[src/rtl/boot_pkg.sv]
// Shared types and stream-format constants for the boot loader.
// The image layout is a byte count, little-endian payload words, then an XOR checksum byte.
package boot_pkg;

    typedef enum logic [2:0] {
        LEN0,
        LEN1,
        DATA,
        WRITE,
        CSUM,
        DONE,
        ERROR
    } boot_state_e;

    localparam int COUNT_BYTES    = 2;
    localparam int BYTES_PER_WORD = 4;
    localparam int CSUM_BYTES     = 1;

    // Total stream length in bytes for an image of n words.
    function automatic int image_bytes(input int n);
        return COUNT_BYTES + BYTES_PER_WORD * n + CSUM_BYTES;
    endfunction

endpackage

[src/rtl/byte_assembler.sv]
// Packs payload bytes into a little-endian 32-bit word and keeps a running XOR of every byte loaded.
// The accumulator spans the whole image; clear only restarts the lane index for the next word.
module byte_assembler
    import boot_pkg::*;
(
    input  logic        clk,
    input  logic        rst,
    input  logic        load,
    input  logic [7:0]  data_byte,
    input  logic        clear,
    output logic [31:0] word,
    output logic        word_full,
    output logic [7:0]  checksum
);

    logic [1:0]  lane;
    logic [31:0] word_q;
    logic [7:0]  acc;

    always_ff @(posedge clk) begin
        if (!rst) begin
            lane   <= '0;
            word_q <= '0;
            acc    <= '0;
        end else if (clear) begin
            lane <= '0;
        end else if (load) begin
            word_q[{lane, 3'b000} +: 8] <= data_byte;
            lane                        <= lane + 2'd1;
            acc                         <= acc ^ data_byte;
        end
    end

    // Flags that the next load completes the word.
    assign word_full = (lane == 2'(BYTES_PER_WORD - 1));
    assign word      = word_q;
    assign checksum  = acc;

endmodule

[src/rtl/boot_loader.sv]
// Streams a length-prefixed, XOR-protected image into memory and holds the core in reset until it
// has been received in full and the checksum matches.
module boot_loader
    import boot_pkg::*;
#(
    parameter int                 ADDR_W    = 32,
    parameter int                 CNT_W     = 16,
    parameter logic [ADDR_W-1:0]  BASE_ADDR = '0
) (
    input  logic              clk,
    input  logic              rst,
    input  logic              rx_valid,
    input  logic [7:0]        rx_data,
    output logic              rx_ready,
    output logic              mem_we,
    output logic [ADDR_W-1:0] mem_addr,
    output logic [31:0]       mem_wdata,
    output logic              core_hold,
    output logic              done,
    output logic              error,
    output logic [CNT_W-1:0]  words_written
);

    boot_state_e       state, state_nxt;
    logic              xfer;
    logic [7:0]        n_lo;
    logic [15:0]       n_rx;
    logic [CNT_W-1:0]  n_total;
    logic [CNT_W-1:0]  ww;
    logic [ADDR_W-1:0] wr_addr;
    logic [ADDR_W-1:0] last_addr;
    logic [31:0]       last_wdata;
    logic [31:0]       asm_word;
    logic              asm_full;
    logic [7:0]        asm_csum;

    assign xfer    = rx_valid & rx_ready;
    assign n_rx    = {rx_data, n_lo};
    assign wr_addr = BASE_ADDR + (ADDR_W'(ww) << 2);

    byte_assembler u_asm (
        .clk       (clk),
        .rst       (rst),
        .load      ((state == DATA) && xfer),
        .data_byte (rx_data),
        .clear     (state == WRITE),
        .word      (asm_word),
        .word_full (asm_full),
        .checksum  (asm_csum)
    );

    always_ff @(posedge clk) begin
        if (!rst) begin
            state      <= LEN0;
            n_lo       <= '0;
            n_total    <= '0;
            ww         <= '0;
            last_addr  <= BASE_ADDR;
            last_wdata <= '0;
        end else begin
            state <= state_nxt;
            if (state == LEN0 && xfer) n_lo <= rx_data;
            if (state == LEN1 && xfer) n_total <= CNT_W'(n_rx);
            if (state == WRITE) begin
                ww         <= ww + 1'b1;
                last_addr  <= wr_addr;
                last_wdata <= asm_word;
            end
        end
    end

    always_comb begin
        state_nxt = state;
        case (state)
            LEN0:    if (xfer) state_nxt = LEN1;
            LEN1:    if (xfer) state_nxt = (n_rx == 16'd0) ? CSUM : DATA;
            DATA:    if (xfer && asm_full) state_nxt = WRITE;
            // ww never reaches 2^CNT_W-1 here, so the increment cannot wrap before the compare.
            WRITE:   state_nxt = (ww + 1'b1 == n_total) ? CSUM : DATA;
            CSUM:    if (xfer) state_nxt = (rx_data == asm_csum) ? DONE : ERROR;
            DONE:    state_nxt = DONE;
            ERROR:   state_nxt = ERROR;
            default: state_nxt = LEN0;
        endcase
    end

    // Control outputs are registered from the next state so they never depend on rx_valid.
    always_ff @(posedge clk) begin
        if (!rst) begin
            rx_ready  <= 1'b1;
            mem_we    <= 1'b0;
            core_hold <= 1'b1;
            done      <= 1'b0;
            error     <= 1'b0;
        end else begin
            rx_ready  <= state_nxt inside {LEN0, LEN1, DATA, CSUM};
            mem_we    <= (state_nxt == WRITE);
            core_hold <= (state_nxt != DONE);
            done      <= (state_nxt == DONE);
            error     <= (state_nxt == ERROR);
        end
    end

    // Outside the write cycle the port shows the last written address and word.
    assign mem_addr      = mem_we ? wr_addr : last_addr;
    assign mem_wdata     = mem_we ? asm_word : last_wdata;
    assign words_written = ww;

endmodule
[config.mk]
export PLATFORM = sky130hd
export DESIGN_NAME = boot_loader
export DESIGN_NICKNAME = d
export VERILOG_FILES = /design/src/rtl/boot_pkg.sv /design/src/rtl/byte_assembler.sv /design/src/rtl/boot_loader.sv
export SDC_FILE = /design/constraint.sdc
export NUM_CORES = 1
export LEC_CHECK = 0
export ABC_AREA = 1
export CAP_MARGIN = 20
export CORE_MARGIN = 5
export CORE_UTILIZATION = 50
export CTS_CLUSTER_DIAMETER = 150
export DETAILED_ROUTE_END_ITERATION = 12
export PLACE_DENSITY = 0.77
export SYNTH_ARGS = -nofsm -noshare
export SYNTH_HDL_FRONTEND = slang
export SYNTH_HIERARCHICAL = 1
export SYNTH_SLANG_ARGS = --single-unit
[constraint.sdc]
create_clock -name clk -period 1.75 [get_ports clk]
set_input_delay 0.35 -clock clk [delete_from_list [all_inputs] [get_ports clk]]
set_output_delay 0.35 -clock clk [all_outputs]
set_load 0.01 [all_outputs]
**Routing congestion**

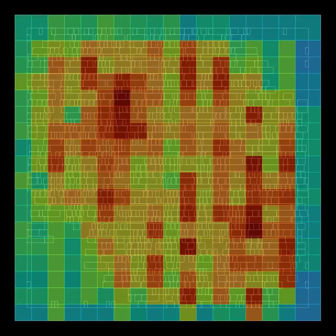
GRT busiest layer: met2
drt wl/cell: 15.7 um
Util after Layout: 0.714
Total GRT Usage: 0.249
met3 Use GR: 0.0404

**Cell sizes after repair**

Scale: 3 px per um.
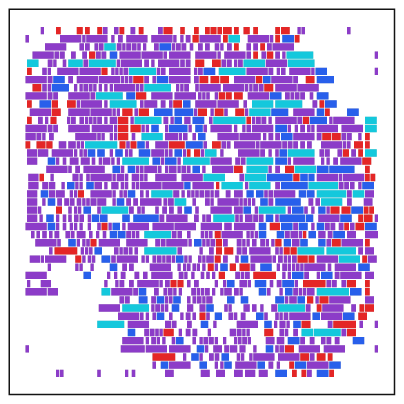
Key: blue = _3 and _4 cells [cells 149, most used buf_4]; purple = _0 and _1 cells [cells 837, most used nand2_1]; red = _2 cells [cells 149, most used buf_2]; cyan = _6 and larger [cells 55, most used clkbuf_16]

**Logic cells by family**

Scale: 3 px per um.
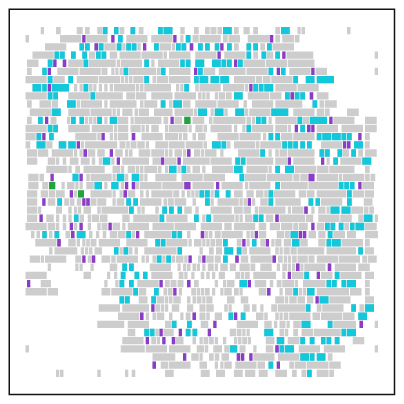
Key: cyan = inverting AOI/OAI gates [cells 251, most used a21oi_1, where widely spread]; green = AND and OR gates [cells 3]; purple = inverters [cells 108, most used inv_1, where widely spread]
Comb/total area: 0.408
Layout Cells excl Fill: 1,370
most frequent logic cell in the layout: nand2_1

==> flow_summary.json <==
{
  "seq_area_frac_synth": 0.397,
  "use_met2": 0.391,
  "grt_pass1_vias": 6727,
  "cpPeakStageDelay_ns": 0.36,
  "setup_ws_ns": -0.289,
  "clock_power_share": 0.497,
  "period_used_share": 1.16,
  "rsz0062_at_grt": "true",
  "cts_tree": "built",
  "setup_violations": 34,
  "min_from": "rst",
  "cp.arrival_ns": 2.36,
  "largest_area_cell": "dfxtp_1",
  "crit_type": "flip-flop to flip-flop",
  "ant_nets": 0,
  "routedLengthMet1_um": 9740,
  "netlist_area_um2": 6950,
  "ys_types": 42,
  "hold-worst-slack_ns": 0.296,
  "status": "complete, but fails checks",
  "drtIter0Drc": 698,
  "dieArea_um2": 16400,
  "violations": "setup timing",
  "cp_top_family": "simple AND/OR/NAND/NOR gates",
  "cp-endpoint": "rx_ready",
  "drive_above_1_share": 0.297,
  "drv_cap": 0
}
**Met3 routing**

Scale: 4 px per um.
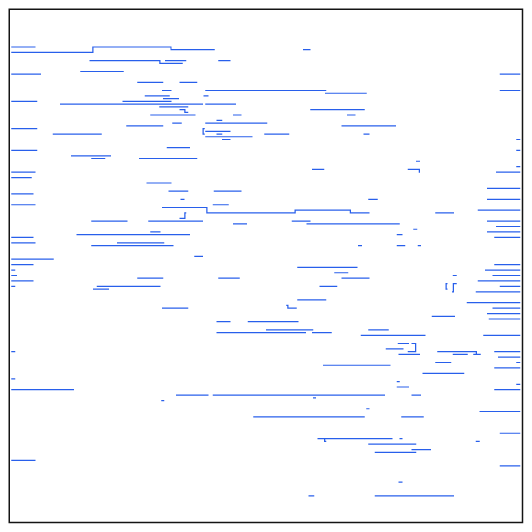
The wires run mostly horizontal. The layer carries 1,280 um of wire. The longest straight run is 42.8 um.
Via Count: 7,365
WL final: 21,500 um

**Cell classes on the final placement**

Scale: 3 px per um. Fill, decap, tap and diode cells in gray.
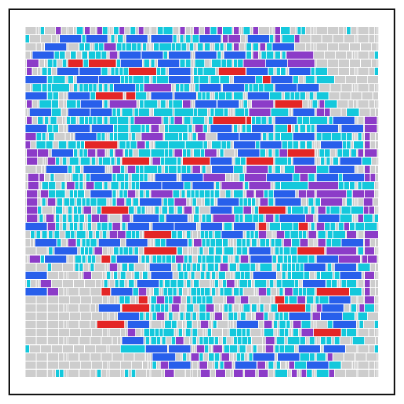
Key: cyan = combinational and other logic [cells 826, share of their area 46%]; purple = other buffers and delay cells [cells 194, share of their area 18%]; blue = flops [cells 138, share of their area 29%]; red = clock drivers and dummy loads [cells 32, share of their area 6.6%]
Rows: 43
Core Box Area: 13,800 um2
design area: 9840 um2
sequential share of cell area: 0.283

-- cell families (layout without fill, tap and decap cells) --
family	count (synthesis)	count (layout)	share of synthesized area
simple gates	436	436	0.280
compound gates	252	252	0.193
buf+inv	169	334	0.105
flops	138	138	0.397
fa+ha+maj	7	7	0.0126
xor+xnor	7	7	0.0108
other cells	1	16	0.000539
-- area by class of cell --
class	instances	area share
well taps	180	0.0229
repair buffers	194	0.179
inverters	108	0.0417
clock inverters	13	0.0196
flip-flops and latches	138	0.283
clock buffers	19	0.0450
multi-input cells	718	0.408
-- stage by stage --
stage | instance area, um2 | setup TNS, ns
2_1_floorplan | 7020 | 0
3_3_place_gp | 8490 | -14.29
3_5_place_dp | 8490 | -16.15
4_1_cts | 9270 | -2.26
5_1_grt | 9840 | -4.58
6_report | 9840 | -2.14
